`src/rtl/approx_mult_cfg_sweeper_if.sv`:
```
// Bundle between the configuration sweeper (master) and its environment:
// sweep control, multiplier drive/return, and the result-record handshake.
interface approx_mult_cfg_sweeper_if #(
  parameter int WIDTH       = 8,
  parameter int CFG_W       = 16,
  parameter int SAMPLE_LOG2 = 8
);
  logic                            start;
  logic [CFG_W-1:0]                cfg_first;
  logic [CFG_W-1:0]                cfg_last;
  logic [2*WIDTH-1:0]              seed;
  logic                            busy;
  logic                            done;
  logic [CFG_W-1:0]                mul_cfg;
  logic [WIDTH-1:0]                mul_a;
  logic [WIDTH-1:0]                mul_b;
  logic [2*WIDTH-1:0]              mul_p;
  logic                            res_valid;
  logic                            res_ready;
  logic [CFG_W-1:0]                res_cfg;
  logic [SAMPLE_LOG2:0]            res_err_cnt;
  logic [2*WIDTH+SAMPLE_LOG2-1:0]  res_ed_sum;
  logic [2*WIDTH-1:0]              res_ed_max;

  modport master (
    input  start, cfg_first, cfg_last, seed, mul_p, res_ready,
    output busy, done, mul_cfg, mul_a, mul_b,
           res_valid, res_cfg, res_err_cnt, res_ed_sum, res_ed_max
  );

  modport slave (
    output start, cfg_first, cfg_last, seed, mul_p, res_ready,
    input  busy, done, mul_cfg, mul_a, mul_b,
           res_valid, res_cfg, res_err_cnt, res_ed_sum, res_ed_max
  );
endinterface

```
`src/rtl/approx_mult_cfg_sweeper.sv`:
```
// Sweeps configuration words across an external approximate multiplier, driving
// a reproducible LFSR operand stream and reporting error statistics per config.
module approx_mult_cfg_sweeper #(
  parameter int               WIDTH       = 8,
  parameter int               CFG_W       = 16,
  parameter int               SAMPLE_LOG2 = 8,
  parameter logic [2*WIDTH-1:0] POLY      = 16'hB400
) (
  input logic                      clk,
  input logic                      rst_n,
  approx_mult_cfg_sweeper_if.master bus
);
  localparam int PW = 2 * WIDTH;
  localparam int SW = PW + SAMPLE_LOG2;
  localparam int EW = SAMPLE_LOG2 + 1;

  typedef enum logic [1:0] {IDLE, SETTLE, RUN, REPORT} state_t;

  state_t                 state_q, state_d;
  logic [CFG_W-1:0]       cfg_last_q, cfg_last_d;
  logic [CFG_W-1:0]       cur_cfg_q, cur_cfg_d;
  logic [PW-1:0]          seed_q, seed_d;
  logic [PW-1:0]          lfsr_q, lfsr_d;
  logic [SAMPLE_LOG2-1:0] cnt_q, cnt_d;
  logic [EW-1:0]          err_q, err_d;
  logic [SW-1:0]          sum_q, sum_d;
  logic [PW-1:0]          max_q, max_d;
  logic                   done_q, done_d;

  logic [PW-1:0] exact, ed, lfsr_step, seed_eff;

  always_comb begin
    exact     = PW'(bus.mul_a) * PW'(bus.mul_b);
    ed        = (exact >= bus.mul_p) ? (exact - bus.mul_p) : (bus.mul_p - exact);
    lfsr_step = lfsr_q[0] ? ((lfsr_q >> 1) ^ POLY) : (lfsr_q >> 1);
    // An all-zero Galois LFSR never leaves zero, so substitute 1.
    seed_eff  = (bus.seed == '0) ? PW'(1) : bus.seed;
  end

  always_comb begin
    state_d    = state_q;
    cfg_last_d = cfg_last_q;
    cur_cfg_d  = cur_cfg_q;
    seed_d     = seed_q;
    lfsr_d     = lfsr_q;
    cnt_d      = cnt_q;
    err_d      = err_q;
    sum_d      = sum_q;
    max_d      = max_q;
    done_d     = 1'b0;

    case (state_q)
      IDLE: begin
        if (bus.start) begin
          cfg_last_d = bus.cfg_last;
          cur_cfg_d  = bus.cfg_first;
          seed_d     = seed_eff;
          lfsr_d     = seed_eff;
          cnt_d      = '0;
          err_d      = '0;
          sum_d      = '0;
          max_d      = '0;
          state_d    = SETTLE;
        end
      end
      SETTLE: state_d = RUN;
      RUN: begin
        err_d  = err_q + EW'(ed != '0);
        sum_d  = sum_q + SW'(ed);
        max_d  = (ed > max_q) ? ed : max_q;
        lfsr_d = lfsr_step;
        cnt_d  = cnt_q + SAMPLE_LOG2'(1);
        if (cnt_q == '1) state_d = REPORT;
      end
      REPORT: begin
        if (bus.res_ready) begin
          if (cur_cfg_q == cfg_last_q) begin
            state_d = IDLE;
            done_d  = 1'b1;
          end else begin
            // Wraps naturally through all-ones to zero for descending ranges.
            cur_cfg_d = cur_cfg_q + CFG_W'(1);
            lfsr_d    = seed_q;
            cnt_d     = '0;
            err_d     = '0;
            sum_d     = '0;
            max_d     = '0;
            state_d   = SETTLE;
          end
        end
      end
      default: state_d = IDLE;
    endcase
  end

  always_ff @(posedge clk or negedge rst_n) begin
    if (!rst_n) begin
      state_q    <= IDLE;
      cfg_last_q <= '0;
      cur_cfg_q  <= '0;
      seed_q     <= '0;
      lfsr_q     <= '0;
      cnt_q      <= '0;
      err_q      <= '0;
      sum_q      <= '0;
      max_q      <= '0;
      done_q     <= 1'b0;
    end else begin
      state_q    <= state_d;
      cfg_last_q <= cfg_last_d;
      cur_cfg_q  <= cur_cfg_d;
      seed_q     <= seed_d;
      lfsr_q     <= lfsr_d;
      cnt_q      <= cnt_d;
      err_q      <= err_d;
      sum_q      <= sum_d;
      max_q      <= max_d;
      done_q     <= done_d;
    end
  end

  assign bus.busy        = (state_q != IDLE);
  assign bus.done        = done_q;
  assign bus.mul_cfg     = cur_cfg_q;
  assign bus.mul_a       = lfsr_q[WIDTH-1:0];
  assign bus.mul_b       = lfsr_q[PW-1:WIDTH];
  assign bus.res_valid   = (state_q == REPORT);
  assign bus.res_cfg     = cur_cfg_q;
  assign bus.res_err_cnt = err_q;
  assign bus.res_ed_sum  = sum_q;
  assign bus.res_ed_max  = max_q;
endmodule
```
`src/flat_wrapper.sv`:
```
// flat-port wrapper written by rule: the top's interface ports become plain ports
module approx_mult_cfg_sweeper_flat 
#(
  parameter int               WIDTH       = 8,
  parameter int               CFG_W       = 16,
  parameter int               SAMPLE_LOG2 = 8,
  parameter logic [2*WIDTH-1:0] POLY      = 16'hB400
)
  (clk, rst_n, bus_start, bus_cfg_first, bus_cfg_last, bus_seed, bus_mul_p, bus_res_ready, bus_busy, bus_done, bus_mul_cfg, bus_mul_a, bus_mul_b, bus_res_valid, bus_res_cfg, bus_res_err_cnt, bus_res_ed_sum, bus_res_ed_max);
  approx_mult_cfg_sweeper_if #(.WIDTH(WIDTH), .CFG_W(CFG_W), .SAMPLE_LOG2(SAMPLE_LOG2)) bus_i ();
  input logic clk;
  input logic rst_n;
  input wire logic [$bits(bus_i.start)-1:0] bus_start;
  input wire logic [$bits(bus_i.cfg_first)-1:0] bus_cfg_first;
  input wire logic [$bits(bus_i.cfg_last)-1:0] bus_cfg_last;
  input wire logic [$bits(bus_i.seed)-1:0] bus_seed;
  input wire logic [$bits(bus_i.mul_p)-1:0] bus_mul_p;
  input wire logic [$bits(bus_i.res_ready)-1:0] bus_res_ready;
  output wire logic [$bits(bus_i.busy)-1:0] bus_busy;
  output wire logic [$bits(bus_i.done)-1:0] bus_done;
  output wire logic [$bits(bus_i.mul_cfg)-1:0] bus_mul_cfg;
  output wire logic [$bits(bus_i.mul_a)-1:0] bus_mul_a;
  output wire logic [$bits(bus_i.mul_b)-1:0] bus_mul_b;
  output wire logic [$bits(bus_i.res_valid)-1:0] bus_res_valid;
  output wire logic [$bits(bus_i.res_cfg)-1:0] bus_res_cfg;
  output wire logic [$bits(bus_i.res_err_cnt)-1:0] bus_res_err_cnt;
  output wire logic [$bits(bus_i.res_ed_sum)-1:0] bus_res_ed_sum;
  output wire logic [$bits(bus_i.res_ed_max)-1:0] bus_res_ed_max;
  assign bus_i.start = bus_start;
  assign bus_i.cfg_first = bus_cfg_first;
  assign bus_i.cfg_last = bus_cfg_last;
  assign bus_i.seed = bus_seed;
  assign bus_i.mul_p = bus_mul_p;
  assign bus_i.res_ready = bus_res_ready;
  assign bus_busy = bus_i.busy;
  assign bus_done = bus_i.done;
  assign bus_mul_cfg = bus_i.mul_cfg;
  assign bus_mul_a = bus_i.mul_a;
  assign bus_mul_b = bus_i.mul_b;
  assign bus_res_valid = bus_i.res_valid;
  assign bus_res_cfg = bus_i.res_cfg;
  assign bus_res_err_cnt = bus_i.res_err_cnt;
  assign bus_res_ed_sum = bus_i.res_ed_sum;
  assign bus_res_ed_max = bus_i.res_ed_max;
  approx_mult_cfg_sweeper #(.WIDTH(WIDTH), .CFG_W(CFG_W), .SAMPLE_LOG2(SAMPLE_LOG2), .POLY(POLY)) u_core (.clk(clk), .rst_n(rst_n), .bus(bus_i));
endmodule
```
`config.mk`:
```
export PLATFORM = sky130hd
export DESIGN_NAME = approx_mult_cfg_sweeper_flat
export DESIGN_NICKNAME = d
export VERILOG_FILES = /design/src/rtl/approx_mult_cfg_sweeper_if.sv /design/src/rtl/approx_mult_cfg_sweeper.sv /design/src/flat_wrapper.sv
export SDC_FILE = /design/constraint.sdc
export NUM_CORES = 1
export LEC_CHECK = 0
export CAP_MARGIN = 20
export CORE_MARGIN = 10
export CORE_UTILIZATION = 54
export CTS_CLUSTER_SIZE = 30
export DETAILED_ROUTE_END_ITERATION = 16
export PLACE_DENSITY_LB_ADDON = 0.05
export SYNTH_ARGS = -nofsm -noshare
export SYNTH_HDL_FRONTEND = slang
export SYNTH_SLANG_ARGS = --single-unit
export TNS_END_PERCENT = 1
```
`constraint.sdc`:
```
create_clock -name clk -period 10.3 [get_ports clk]
set_clock_uncertainty 0.05 [all_clocks]
set_input_delay 2.06 -clock clk [delete_from_list [all_inputs] [get_ports clk]]
set_output_delay 2.06 -clock clk [all_outputs]
set_load 0.02 [all_outputs]
```
**Run 1: logic cells by family**

Scale: 3 px per um.
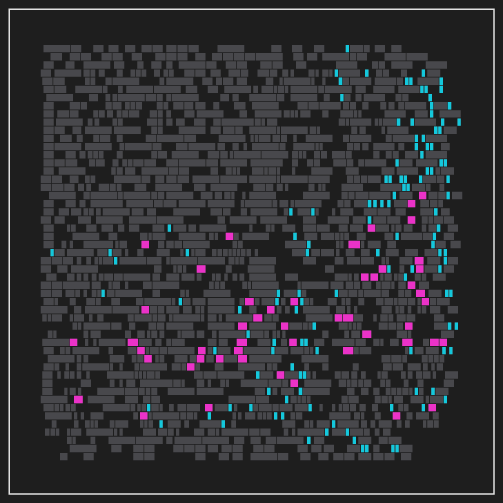
[inv cells] cyan | cells: 125 | most used: inv_1
[non-inverting ao/oa cells] magenta | cells: 50 | most used: a21o_1

**Run 1: congestion heat map**

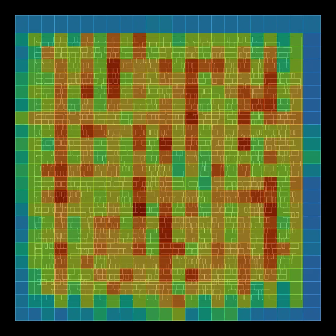
utilization after layout: 67.54%
met1 Use GR: 27.27%
Total Routing Usage GR: 21.89%

==> impl_metrics.yaml, run 1 <==
# generated from flow reports
layout:
  fin_area_um2: 13190
  largest_reg_flops: 24
  fin_cells: 1632
  area_growth_syn_to_layout_pct: 22.63
  drive_gt1_share_pct: 6.950
  mostFrequentLayoutCell: "clkdlybuf4s50_1"
  diodes: 0
  fin_nets: 1572
synth:
  top_cells_by_area: "dfrtp_1 29%, ha_1 13%, fa_1 7.3%"
  synth-seq-cells: 124
  synth-main-ff-cell: "dfrtp_1"
  fa_ha_area_share_pct: 20.17
  yosysMostFrequentCell: "inv_1"
  async_reset_ff_share_pct: 100.0
  synth.avg_cell_area_um2: 8.800
  topCombFamilyByArea: "adder cells"
  synthDistinctLibCells: 72
  yosys.area_share.aoi_pct: 18.12
  top_area_share_pct: 28.85
  synth_area_um2: 10750
  yosysChipArea_um2: 10750
  largest_area_cell: "dfrtp_1"
  ys_seq_share_pct: 28.85
  top_cells_by_count: "125 x inv_1, 124 x dfrtp_1, 116 x nand2_1, 111 x ha_1, 67 x o21ai_0"
  synthCells: 1222
  syn-num-nets: 1440
  ys_cells: 1222
  ys_sh_xor_pct: 3.991
  synthMuxAreaShare_pct: 4.561
cts:
  post_cts_buffers: 0
  hold_buffers: 0
  clock_path_buffers: 2
  root_buffer: "clkbuf_16"
  cts_htree_levels: 4
  cts-resized-gates: 0
  cts_tree: "done"
  clk_latency_ns: 0.42
  cts_buffers: 17
  clk_pin_slew_worst_paths_ns: 0.06
floorplanning:
  fp-utilization_pct: 55.07
  core_area_um2: 19530
  ios: 168
  rows: 51
worst_setup_path:
  endpoint_kind: "flip-flop"
  cp_slowest_stage_delay_ns: 0.52
  crit_fanout: 12
  crit_buf_inv: 3
  worstPathRequired_ns: 10.56
  critPathKind: "flip-flop to flip-flop"
  slowest_stage: "fa_1"
  regToRegSetupSlack_ns: 1.08
global_route:
  grt_pass1_vias: 9239
  grt_pass1_wl_um: 47060
  grt-busiest-layer: "met2"
  grt-ovfl-total: 0
  grt_max_degree: 72
  antenna_found_initial: 0
  grt_util_met3_pct: 4.804
timing:
  rsz0062_at_grt: "no"
  finalHoldViolations: 0
  holdWs_ns: 0.4471
  fin_tns_setup_ns: 0
  fmax_mhz: 108.5
  period_needed_ns: 9.218
  tightest_slew_ns: 0.9938
  slew_violations: 0
routing:
  top_layer: "met4"
  postRouteAntennaNets: 0
  vias: 9013
  drc: 0
  wl_um: 28440
  wl_met3_um: 1350
  wl_met1_um: 12730
  avgViaCountPerCell: 5.523
  first_pass_iters: 5
  initialDrtViolationCount: 480
place:
  postPlaceCellArea_um2: 12500
  dpl.cell_count: 1599
  dp_slack_ns: 1.031
  dp_hpwl_um: 21630
  gp_congestion: 0.9090
flow_run:
  warnings: 45
run_status:
  status: "finished, final reports clean"
**Run 1: signal wires on met2**

Scale: 1.5 px per um. Cells faint in the background.
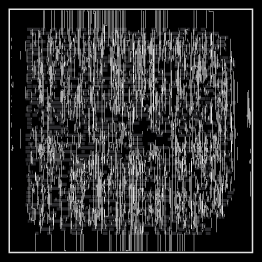
longest straight run: 72.8 um
wire length on this layer: 13900 um
share of all routed wire: 49%
main direction: vertical
nets with wire on the layer: 1252

**Run 1: met3 routing**

Scale: 1.5 px per um.
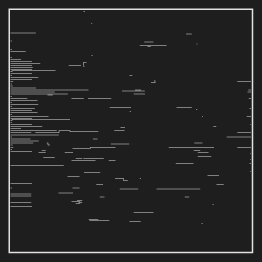
share of all routed wire: 4.8%
wire length on this layer: 1350 um
main direction: horizontal
nets with wire on the layer: 117
longest straight run: 51.8 um

## run 1: layout make-up
cell class	count	area, um^2	area share, %
multi-input combinational	910	6869	52.09
inverter	125	469.2	3.558
tap	265	331.6	2.514
sequential	124	3103	23.53
timing repair buffer	176	1757	13.32
clock buffer	19	442.9	3.359
clock inverter	13	215.2	1.632
## run 1: path summary, 6_finish.rpt
kind	to	cells after the start	from
max	u_core.bus.res_ed_sum[18]	36	u_core.lfsr_q[0]
max in group asynchronous	u_core.bus.mul_cfg[4]	2	rst_n
min reg2reg	u_core.seed_q[0]	2	u_core.seed_q[0]
min in group asynchronous	u_core.bus.res_err_cnt[3]	1	rst_n
min	u_core.seed_q[0]	2	u_core.seed_q[0]
max reg2reg	u_core.bus.res_ed_sum[18]	36	u_core.lfsr_q[0]
==> run 2, diff against run 1 <==
--- a/config.mk
+++ b/config.mk
@@ -6,10 +6,13 @@
 export NUM_CORES = 1
 export LEC_CHECK = 0
 export CAP_MARGIN = 20
+export CELL_PAD_IN_SITES_DETAIL_PLACEMENT = 2
+export CELL_PAD_IN_SITES_GLOBAL_PLACEMENT = 2
 export CORE_MARGIN = 10
-export CORE_UTILIZATION = 54
+export CORE_UTILIZATION = 34
 export CTS_CLUSTER_SIZE = 30
 export DETAILED_ROUTE_END_ITERATION = 16
+export GPL_TIMING_DRIVEN = 0
 export PLACE_DENSITY_LB_ADDON = 0.05
 export SYNTH_ARGS = -nofsm -noshare
 export SYNTH_HDL_FRONTEND = slang
**Run 2: congestion heat map**

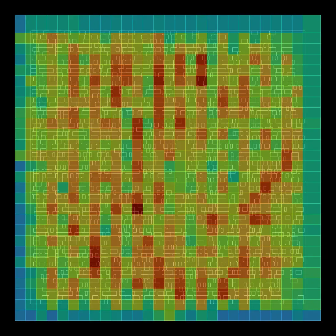
routed len/inst: 20.99 um
met1 Use GR: 23.94%
met2 Track Usage GR: 35.81%

**Run 2: logic cells by family**

Scale: 2 px per um.
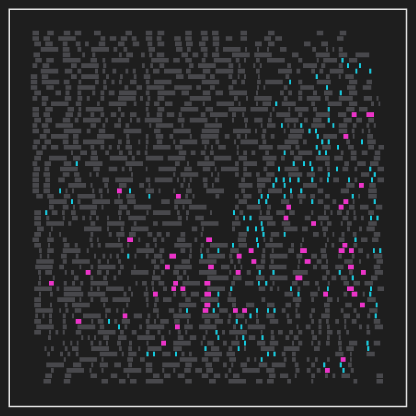
[inv cells] cyan | cells: 125 | most used: inv_1
[non-inverting ao/oa cells] magenta | cells: 50 | most used: a21o_1

==> impl_metrics.yaml, run 2 <==
# generated from flow reports
run_status:
  status: "finished, final reports clean"
cts:
  hold_buffers: 0
  clk_pin_slew_worst_paths_ns: 0.06
  clock_path_buffers: 2
  clk_latency_ns: 0.43
  cts_sinks: 124
  post_cts_buffers: 0
  cts_buffers: 17
  cts_tree: "done"
  root_buffer: "clkbuf_16"
  cts_htree_levels: 4
routing:
  postRouteAntennaNets: 0
  drc: 0
  vias: 9704
  wl_um: 38250
  avgViaCountPerCell: 5.326
  first_pass_iters: 4
  initialDrtViolationCount: 345
global_route:
  grt_max_degree: 71
  grt_pass1_vias: 11070
  antenna_found_initial: 3
  grt-busiest-layer: "met2"
  grt_pass1_wl_um: 61980
  grt.total_usage_pct: 19.98
  grt-ovfl-total: 0
  grt_util_met3_pct: 4.040
worst_setup_path:
  regToRegSetupSlack_ns: 0.72
  critPathKind: "flip-flop to flip-flop"
  worstPathRequired_ns: 10.55
  crit_buf_inv: 3
  crit_fanout: 11
  cp_slowest_stage_delay_ns: 0.55
  reg2reg_to: "u_core.bus.res_ed_sum[17]"
  slowest_stage: "fa_1"
  endpoint_kind: "flip-flop"
  crit_end: "u_core.bus.res_ed_sum[17]"
  r2r-start: "u_core.lfsr_q[12]"
  critPathLaunch: "u_core.lfsr_q[12]"
synth:
  syn-num-nets: 1440
  top_area_share_pct: 28.85
  ys_seq_share_pct: 28.85
  synth-main-ff-cell: "dfrtp_1"
  synthMuxAreaShare_pct: 4.561
  synth_area_um2: 10750
  ys_sh_xor_pct: 3.991
  ys_cells: 1222
  synth-seq-cells: 124
  async_reset_ff_share_pct: 100.0
  synth.avg_cell_area_um2: 8.800
  top_cells_by_area: "dfrtp_1 29%, ha_1 13%, fa_1 7.3%"
  synthDistinctLibCells: 72
  edf_count: 0
  yosys.area_share.aoi_pct: 18.12
  top_cells_by_count: "125 x inv_1, 124 x dfrtp_1, 116 x nand2_1, 111 x ha_1, 67 x o21ai_0"
timing:
  tightest_slew_ns: 0.7806
  finalHoldViolations: 0
  holdWs_ns: 0.4533
  slew_violations: 0
  fmax_mhz: 104.4
  rsz0062_at_grt: "no"
  period_needed_ns: 9.578
layout:
  largest_reg_flops: 24
  drive_gt1_share_pct: 8.169
  area_growth_syn_to_layout_pct: 26.45
  fin_cells: 1822
  fin_area_um2: 13600
  diodes: 0
  fin_nets: 1625
hold_path:
  worst_hold_path.num_cells: 2
  min_to: "u_core.seed_q[0]"
  min_from: "u_core.seed_q[0]"
place:
  postPlaceCellArea_um2: 12960
  gp_congestion: 0.8076
  dp_hpwl_um: 30310
  dpl.cell_count: 1792
  dp_slack_ns: 0.2160
floorplanning:
  rows: 65
  core_area_um2: 31390
  fp-utilization_pct: 34.26
  ios: 168
flow_run:
  max_cap_violations: 0
  warnings: 45
==> run 2: cell counts after synthesis <==
Identical to the previous run, type by type.
==> run 2: area by class of cell <==
class	instances	area [um^2]	share of cell area, %
multi-input combinational	910	6890	50.67
sequential	124	3103	22.82
timing repair buffer	169	1708	12.56
tap	402	503.0	3.699
inverter	125	469.2	3.451
clock buffer	17	425.4	3.128
buffer	60	312.8	2.300
clock inverter	15	186.4	1.371
==> run 2: metal layers <==
metal  vias to the layer above  wire, um
met2                       121     19700
met1                      4936     16520
met3                        41      1430
met4                         6       556
met5                         -        38
li1                       4600         -
==> run 2: worst min-delay path: stages, from the launching register on <==
cell and delay [ns]:
dfrtp_1 0.34, nand2_1 0.05, o21ai_0 0.07
